pinout.png
Drawn at 3 px/um. Pins as bars across the die edge, other pins in grey.
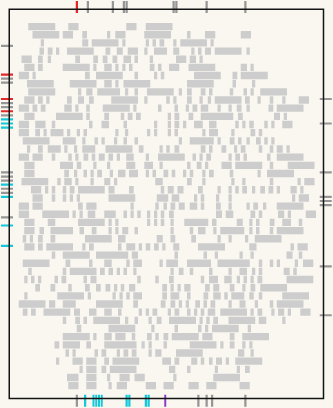
util_map.png
Drawn at 3 px/um. The die is cut into 10 by 13 equal tiles; black is low, pale yellow is high, 0 to 100% covered.
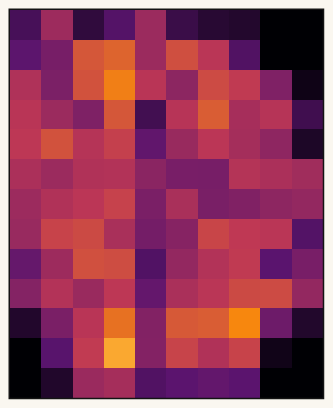
layers.png
Drawn at 2 px/um.
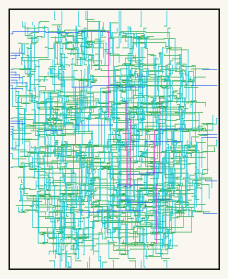
**config.mk**
```make
export PLATFORM = sky130hd
export DESIGN_NAME = hls_df_run_ctrl
export DESIGN_NICKNAME = d
export VERILOG_FILES = /design/src/rtl/hls_df_ctrl_pkg.sv /design/src/rtl/hls_df_dl_timer.sv /design/src/rtl/hls_df_run_ctrl.sv
export SDC_FILE = /design/constraint.sdc
export NUM_CORES = 1
export LEC_CHECK = 0
export ABC_AREA = 1
export CELL_PAD_IN_SITES_DETAIL_PLACEMENT = 1
export CELL_PAD_IN_SITES_GLOBAL_PLACEMENT = 2
export CORE_ASPECT_RATIO = 1.25
export CORE_MARGIN = 2
export CORE_UTILIZATION = 35
export CTS_BUF_LIST = sky130_fd_sc_hd__clkbuf_4
export CTS_CLUSTER_SIZE = 20
export DETAILED_ROUTE_END_ITERATION = 10
export PLACE_DENSITY = 0.87
export SLEW_MARGIN = 30
export SYNTH_ARGS = -nofsm -noshare
export SYNTH_HDL_FRONTEND = slang
export SYNTH_SLANG_ARGS = --single-unit
```
**constraint.sdc**
```tcl
create_clock -name clock -period 6.11 [get_ports clock]
set_input_delay 0.9165 -clock clock [delete_from_list [all_inputs] [get_ports clock]]
set_output_delay 0.9165 -clock clock [all_outputs]
set_load 0.01 [all_outputs]
```
**src/rtl/hls_df_ctrl_pkg.sv**
```systemverilog
// Shared definitions for the hls_xfft2real dataflow run controller.
//   run_state_e        : controller state encoding (IDLE/RUN/DRAIN/HALT)
//   AXIS_INFO_W        : width of the deadlock monitor's per-AXIS-port code
//   DL_THRESH_DEFAULT  : default consecutive-block cycle count declaring deadlock
package hls_df_ctrl_pkg;

    localparam int unsigned AXIS_INFO_W       = 4;
    localparam int unsigned DL_THRESH_DEFAULT = 1024;

    typedef enum logic [1:0] {
        StIdle,
        StRun,
        StDrain,
        StHalt
    } run_state_e;

    // Busy covers every state in which the region is being driven.
    function automatic logic state_is_busy(run_state_e s);
        return (s == StRun) || (s == StDrain);
    endfunction

endpackage

```
**src/rtl/hls_df_dl_timer.sv**
```systemverilog
// Deadlock timer: counts consecutive enabled cycles with block_i high and
// raises hit_o in the cycle whose sampling edge is the THRESH-th consecutive one.
// Ports:
//   clock   : rising-edge clock
//   reset   : asynchronous active-high reset
//   en_i    : counting enabled (controller busy); low clears the count
//   block_i : deadlock-monitor block flag; low clears the count
//   hit_o   : combinational hit, consumed by the controller on the same edge
module hls_df_dl_timer
    import hls_df_ctrl_pkg::*;
#(
    parameter int unsigned THRESH = DL_THRESH_DEFAULT
) (
    input  logic clock,
    input  logic reset,
    input  logic en_i,
    input  logic block_i,
    output logic hit_o
);

    // Count only needs to reach THRESH-1; the THRESH-th cycle is the hit itself.
    localparam int unsigned CntW = (THRESH > 1) ? $clog2(THRESH) : 1;
    localparam logic [CntW-1:0] CntLast = CntW'(THRESH - 1);

    logic [CntW-1:0] cnt_q, cnt_d;
    logic            hit;

    always_comb begin
        hit   = en_i && block_i && (cnt_q == CntLast);
        cnt_d = '0;
        if (en_i && block_i && !hit) begin
            cnt_d = cnt_q + CntW'(1);
        end
    end

    always_ff @(posedge clock or posedge reset) begin
        if (reset) begin
            cnt_q <= '0;
        end else begin
            cnt_q <= cnt_d;
        end
    end

    assign hit_o = hit;

endmodule

```
**src/rtl/hls_df_run_ctrl.sv**
```systemverilog
// Run controller for the hls_xfft2real dataflow region. Drives the region's
// ap_ctrl_chain handshake for a batch of frames, drains in-flight frames on
// completion or abort, and halts with a captured diagnosis on deadlock.
// Optional build macro: HLS_DF_CTRL_PERF_EN adds perf_busy_cyc/perf_block_cyc.
// Ports:
//   clock, reset                 : clock, asynchronous active-high reset
//   cmd_run/cmd_abort/cmd_clear  : command pulses (start batch, stop issuing, leave HALT)
//   cfg_frames                   : frames per batch, 0 = continuous
//   dut_ap_*                     : region block-level control port
//   mon_block/mon_axis_block_info: AXIS deadlock monitor outputs
//   busy, batch_done, frames_done, deadlock, dl_info : status (all registered)
//   perf_busy_cyc, perf_block_cyc: saturating cycle counters (perf build only)
module hls_df_run_ctrl
    import hls_df_ctrl_pkg::*;
#(
    parameter int unsigned DL_THRESH = DL_THRESH_DEFAULT,
    parameter int unsigned FRM_W     = 16
) (
    input  logic                   clock,
    input  logic                   reset,
    input  logic                   cmd_run,
    input  logic                   cmd_abort,
    input  logic                   cmd_clear,
    input  logic [FRM_W-1:0]       cfg_frames,
    output logic                   dut_ap_start,
    input  logic                   dut_ap_ready,
    input  logic                   dut_ap_done,
    input  logic                   dut_ap_idle,
    output logic                   dut_ap_continue,
    input  logic                   mon_block,
    input  logic [AXIS_INFO_W-1:0] mon_axis_block_info,
`ifdef HLS_DF_CTRL_PERF_EN
    output logic [31:0]            perf_busy_cyc,
    output logic [31:0]            perf_block_cyc,
`endif
    output logic                   busy,
    output logic                   batch_done,
    output logic [FRM_W-1:0]       frames_done,
    output logic                   deadlock,
    output logic [AXIS_INFO_W-1:0] dl_info
);

    run_state_e             state_q, state_d;
    logic [FRM_W-1:0]       target_q, target_d;
    logic [FRM_W-1:0]       issued_q, issued_d;
    logic [FRM_W-1:0]       frames_q, frames_d;
    logic                   abort_pend_q, abort_pend_d;
    logic                   start_q, start_d;
    logic                   cont_q, cont_d;
    logic                   busy_q, busy_d;
    logic                   batch_done_q, batch_done_d;
    logic                   deadlock_q, deadlock_d;
    logic [AXIS_INFO_W-1:0] dl_info_q, dl_info_d;

    logic             hs_issue;
    logic             hs_done;
    logic             abort_eff;
    logic [FRM_W-1:0] issued_inc;
    logic             dl_hit;

    hls_df_dl_timer #(
        .THRESH (DL_THRESH)
    ) u_dl_timer (
        .clock   (clock),
        .reset   (reset),
        .en_i    (state_is_busy(state_q)),
        .block_i (mon_block),
        .hit_o   (dl_hit)
    );

    always_comb begin
        state_d      = state_q;
        target_d     = target_q;
        issued_d     = issued_q;
        frames_d     = frames_q;
        abort_pend_d = abort_pend_q;
        start_d      = 1'b0;
        batch_done_d = 1'b0;
        deadlock_d   = deadlock_q;
        dl_info_d    = dl_info_q;

        hs_issue   = start_q & dut_ap_ready;
        hs_done    = cont_q & dut_ap_done;
        abort_eff  = abort_pend_q | cmd_abort;
        issued_inc = issued_q + FRM_W'(1);

        unique case (state_q)
            StIdle: begin
                if (cmd_run) begin
                    state_d      = StRun;
                    target_d     = cfg_frames;
                    issued_d     = '0;
                    frames_d     = '0;
                    abort_pend_d = 1'b0;
                end
            end
            StRun: begin
                if (hs_issue) begin
                    issued_d = issued_inc;
                end
                if (hs_done) begin
                    frames_d = frames_q + FRM_W'(1);
                end
                if (dl_hit) begin
                    state_d      = StHalt;
                    deadlock_d   = 1'b1;
                    dl_info_d    = mon_axis_block_info;
                    abort_pend_d = 1'b0;
                end else if (abort_eff && (!start_q || hs_issue)) begin
                    // A raised start is never withdrawn; abort waits for its ready.
                    state_d      = StDrain;
                    target_d     = issued_d;
                    abort_pend_d = 1'b0;
                end else if (hs_issue && (target_q != '0) && (issued_inc == target_q)) begin
                    state_d = StDrain;
                end else begin
                    // Staying in RUN: either holding an outstanding start or issuing the next.
                    abort_pend_d = abort_eff;
                    start_d      = 1'b1;
                end
            end
            StDrain: begin
                if (hs_done) begin
                    frames_d = frames_q + FRM_W'(1);
                end
                if (dl_hit) begin
                    state_d    = StHalt;
                    deadlock_d = 1'b1;
                    dl_info_d  = mon_axis_block_info;
                end else if ((frames_q == issued_q) && dut_ap_idle) begin
                    state_d      = StIdle;
                    batch_done_d = 1'b1;
                end
            end
            StHalt: begin
                if (cmd_clear) begin
                    state_d    = StIdle;
                    deadlock_d = 1'b0;
                    dl_info_d  = '0;
                end
            end
        endcase

        busy_d = state_is_busy(state_d);
        cont_d = busy_d;
    end

    always_ff @(posedge clock or posedge reset) begin
        if (reset) begin
            state_q      <= StIdle;
            target_q     <= '0;
            issued_q     <= '0;
            frames_q     <= '0;
            abort_pend_q <= 1'b0;
            start_q      <= 1'b0;
            cont_q       <= 1'b0;
            busy_q       <= 1'b0;
            batch_done_q <= 1'b0;
            deadlock_q   <= 1'b0;
            dl_info_q    <= '0;
        end else begin
            state_q      <= state_d;
            target_q     <= target_d;
            issued_q     <= issued_d;
            frames_q     <= frames_d;
            abort_pend_q <= abort_pend_d;
            start_q      <= start_d;
            cont_q       <= cont_d;
            busy_q       <= busy_d;
            batch_done_q <= batch_done_d;
            deadlock_q   <= deadlock_d;
            dl_info_q    <= dl_info_d;
        end
    end

    assign dut_ap_start    = start_q;
    assign dut_ap_continue = cont_q;
    assign busy            = busy_q;
    assign batch_done      = batch_done_q;
    assign frames_done     = frames_q;
    assign deadlock        = deadlock_q;
    assign dl_info         = dl_info_q;

`ifdef HLS_DF_CTRL_PERF_EN
    logic [31:0] perf_busy_q, perf_busy_d;
    logic [31:0] perf_block_q, perf_block_d;

    always_comb begin
        perf_busy_d  = perf_busy_q;
        perf_block_d = perf_block_q;
        if ((state_q == StIdle) && cmd_run) begin
            perf_busy_d  = '0;
            perf_block_d = '0;
        end else begin
            if (busy_q && !(&perf_busy_q)) begin
                perf_busy_d = perf_busy_q + 32'd1;
            end
            if (busy_q && mon_block && !(&perf_block_q)) begin
                perf_block_d = perf_block_q + 32'd1;
            end
        end
    end

    always_ff @(posedge clock or posedge reset) begin
        if (reset) begin
            perf_busy_q  <= '0;
            perf_block_q <= '0;
        end else begin
            perf_busy_q  <= perf_busy_d;
            perf_block_q <= perf_block_d;
        end
    end

    assign perf_busy_cyc  = perf_busy_q;
    assign perf_block_cyc = perf_block_q;
`endif

endmodule

```
==> notes.md <==
Update from the flow run.

Among the stages of the critical path, the cell type that occurs most often is sky130_fd_sc_hd__inv_1. The detailed router placed 4251 vias in this run. CTS reports a maximum clock tree buffer depth of 2. The arithmetic-cell share of the synthesized area counting full adders, half adders and majority gates is 0.01993. The number of antenna violations at the first check in global routing came to 0. The number of endpoints failing setup at the final stage is 0.

The pre-CTS setup slack is 2.524 ns. TritonCTS created 9 clock buffers. After detailed routing, the total wire length is 13730 um. The class of the most critical setup path is flop to flop. The wire length per cell is 16.54 um. Counting pins that exceed their max-slew limit in the final report gives 0. The worst hold path belongs to the class flop to flop. The data required time at the worst endpoint is 6.38 ns. The flow ran to the end, and the final reports show no timing, DRC or antenna violations. The cell with the largest stage delay on the worst path is sky130_fd_sc_hd__clkinv_1.

The count of hold buffers inserted by post-cts repair is 0. The horizontal die size is 104.2 um. Setup repair after global routing left no endpoint under its margin.

The finished layout holds 830 standard cells, fillers aside. The core utilization before placement is 0.3598. The mux contribution to synthesized area is 0. Per Yosys stat, the portion of area used by sequential elements is 0.3928.

The data arrival at the endpoint of the critical path is 3.75 ns. The H-tree depth is 3. In the final timing run, aggregate negative setup slack is 0 ns. After floorplanning, the die was sized to cover 13480 um2. After detailed routing, the number of vias per cell comes to 5.122. By area, the combinational part of the netlist is dominated by simple AND/OR/NAND/NOR gates. The via count of the first global-routing pass is 4661. The worst path in the final design needs a cycle of 3.488 ns, including I/O delays and setup.

In this run the tool buffered the top-level ports with 53 buffer cells. TritonRoute reported its final design rule violation total as 0. The cell count after synthesis is 613. The ratio of final minimum period to clock period is 0.5708. Per the synthesis report, the number of distinct cell types is 42. The number of OpenROAD warnings is 29. The worst setup path is launched from a flop. The DRC violation total after the first TritonRoute iteration is 163. The compound-cell area share of the yosys netlist is 0.1315. The hold violation count in the final report is 0. The slack of the critical path is 2.622 ns. The clock-pin slew of the registers on the worst-case setup and hold paths is 0.13 ns. The max-slew check reports its worst relative slack as 0.3782.

Detailed placement ended at an HPWL of 10250 um. The later pin in the worst-skew pair is clocked with a latency of 0.43 ns. In this run the remaining antenna-violating nets after routing total 0. The first global-routing pass estimated 23040 um of wire. The highest cell delay on the worst timing path is 0.88 ns. STA classifies the critical path endpoint as a flop.

The final antenna diode tally reported by the flow is 0. The mean instance size in the synthesized netlist is 7.170 um2. The areal power density over the cells is 479.8 nW/um2.

The synthesis log from Yosys contains 0 warnings.
Notes on pinout.png above:
dl_info -> red  # pins 4, direction output, edge 3 left, 1 top
frames_done -> cyan  # pins 16, direction output, edge 9 bottom, 7 left
dut_ap_idle -> purple  # pins 1, direction input, edge bottom
all pins by edge = 22 left, 15 bottom, 9 top, 8 right

Notes on util_map.png above:
emptiest ninth of the die = top right
mean over tiles = 38%
nearly empty tiles = 6.9%

Notes on layers.png above:
M1 -> green  # wire length 6040 um
M3 -> blue  # wire length 373 um
M4 -> magenta  # wire length 251 um
M2 -> cyan  # wire length 7070 um

## layout by cell type (no fill, tap or decap), drive strengths merged, types with 5 or more instances in the layout
cell type	n
clkdlybuf4s50	53
nor3	12
nand2	168
nand3	50
a31oi	16
nand4	6
nand3b	6
xor2	5
ha	7
inv	78
o21ai	45
clkinv	7
nor2	78
clkbuf	9
a21oi	23
dfrtp	69
## per-stage QoR
step | instance area (um2) | utilization | total power, mW
floorplan | 4395 | - | 1.694
global placement | 5062 | 0.4143 | 2.073
detailed placement | 5062 | 0.4143 | 2.121
CTS | 5268 | 0.4311 | 2.559
global route | 5271 | 0.4314 | 2.767
finish | 5271 | 0.4314 | 2.529
## registers in the layout, indices dropped and copies added, names as in the netlist
| signal | flops |
|---|---|
| dl_info | 4 |
| u_dl_timer.cnt_q | 10 |
| busy | 1 |
| abort_pend_q | 1 |
| issued_q | 16 |
| dut_ap_start | 1 |
| target_q | 16 |
| batch_done | 1 |
| frames_done | 16 |
| state_q | 2 |
| deadlock | 1 |
## cells in the mapped netlist, drive strengths merged
master	count	area (um2)
ha	7	87.58
clkbuf	11	41.29
clkinv	4	15.01
nand2	168	643.1
buf	6	35.03
xor2	5	43.79
inv	78	292.8
nand4	6	37.54
o31ai	1	7.510
a211oi	3	27.52
o22ai	1	6.260
nor3b	4	30.03
o21ai	45	229.0
nor4	3	33.78
and3	1	6.260
a221oi	1	8.760
xnor3	4	90.09
a21oi	23	115.1
a31oi	16	100.1
nor3	12	81.33
o21a	2	15.01
nand3b	6	45.04
dfrtp	69	1727
xnor2	2	17.52
o2111ai	2	17.52
nor2	78	335.3
o211ai	4	43.79
nand3	50	255.3
o21bai	1	7.510
## routing by layer
| layer | share of wire | GRT usage |
|---|---|---|
| met1 | 0.44 | 0.2529 |
| met2 | 0.51 | 0.4118 |
| met3 | 0.027 | 0.03571 |
| met4 | 0.018 | 0.06518 |
| met5 | 0 | 0 |
## path summary, 6_finish.rpt
path                                      from  cells past startpoint             endpoint  slack [ns]
max                                 state_q[1]                      7          issued_q[1]        2.62
min                        u_dl_timer.cnt_q[0]                      1  u_dl_timer.cnt_q[0]        0.48
max reg2reg                         state_q[1]                      7          issued_q[1]        2.62
min reg2reg                u_dl_timer.cnt_q[0]                      1  u_dl_timer.cnt_q[0]        0.48
max in group asynchronous                reset                      3         issued_q[13]        4.66
min in group asynchronous                reset                      3           dl_info[3]        0.97
## power breakdown
group | internal, mW | switching [mW] | total, mW
logic | 0.470 | 0.780 | 1.25
clock network | 0.247 | 0.179 | 0.426
registers | 0.615 | 0.238 | 0.853
## area by class of cell
type,instances,area (um2)
Fill cell,1566,6947
Clock inverter,7,137.6
Sequential cell,69,1727
Inverter,82,307.8
Timing Repair Buffer,54,541.8
Tap cell,164,205.2
Multi-Input combinational cell,445,2285
Clock buffer,9,67.56
## cells by family after synthesis
family / Yosys count
AND/OR/NAND/NOR: 328
XOR/XNOR: 11
buffers and inverters: 99
adder cells (fa/ha/maj): 7
AND-OR/OR-AND: 99
flip-flops: 69
No activity file was given, so power comes from the tool's default toggle rates.
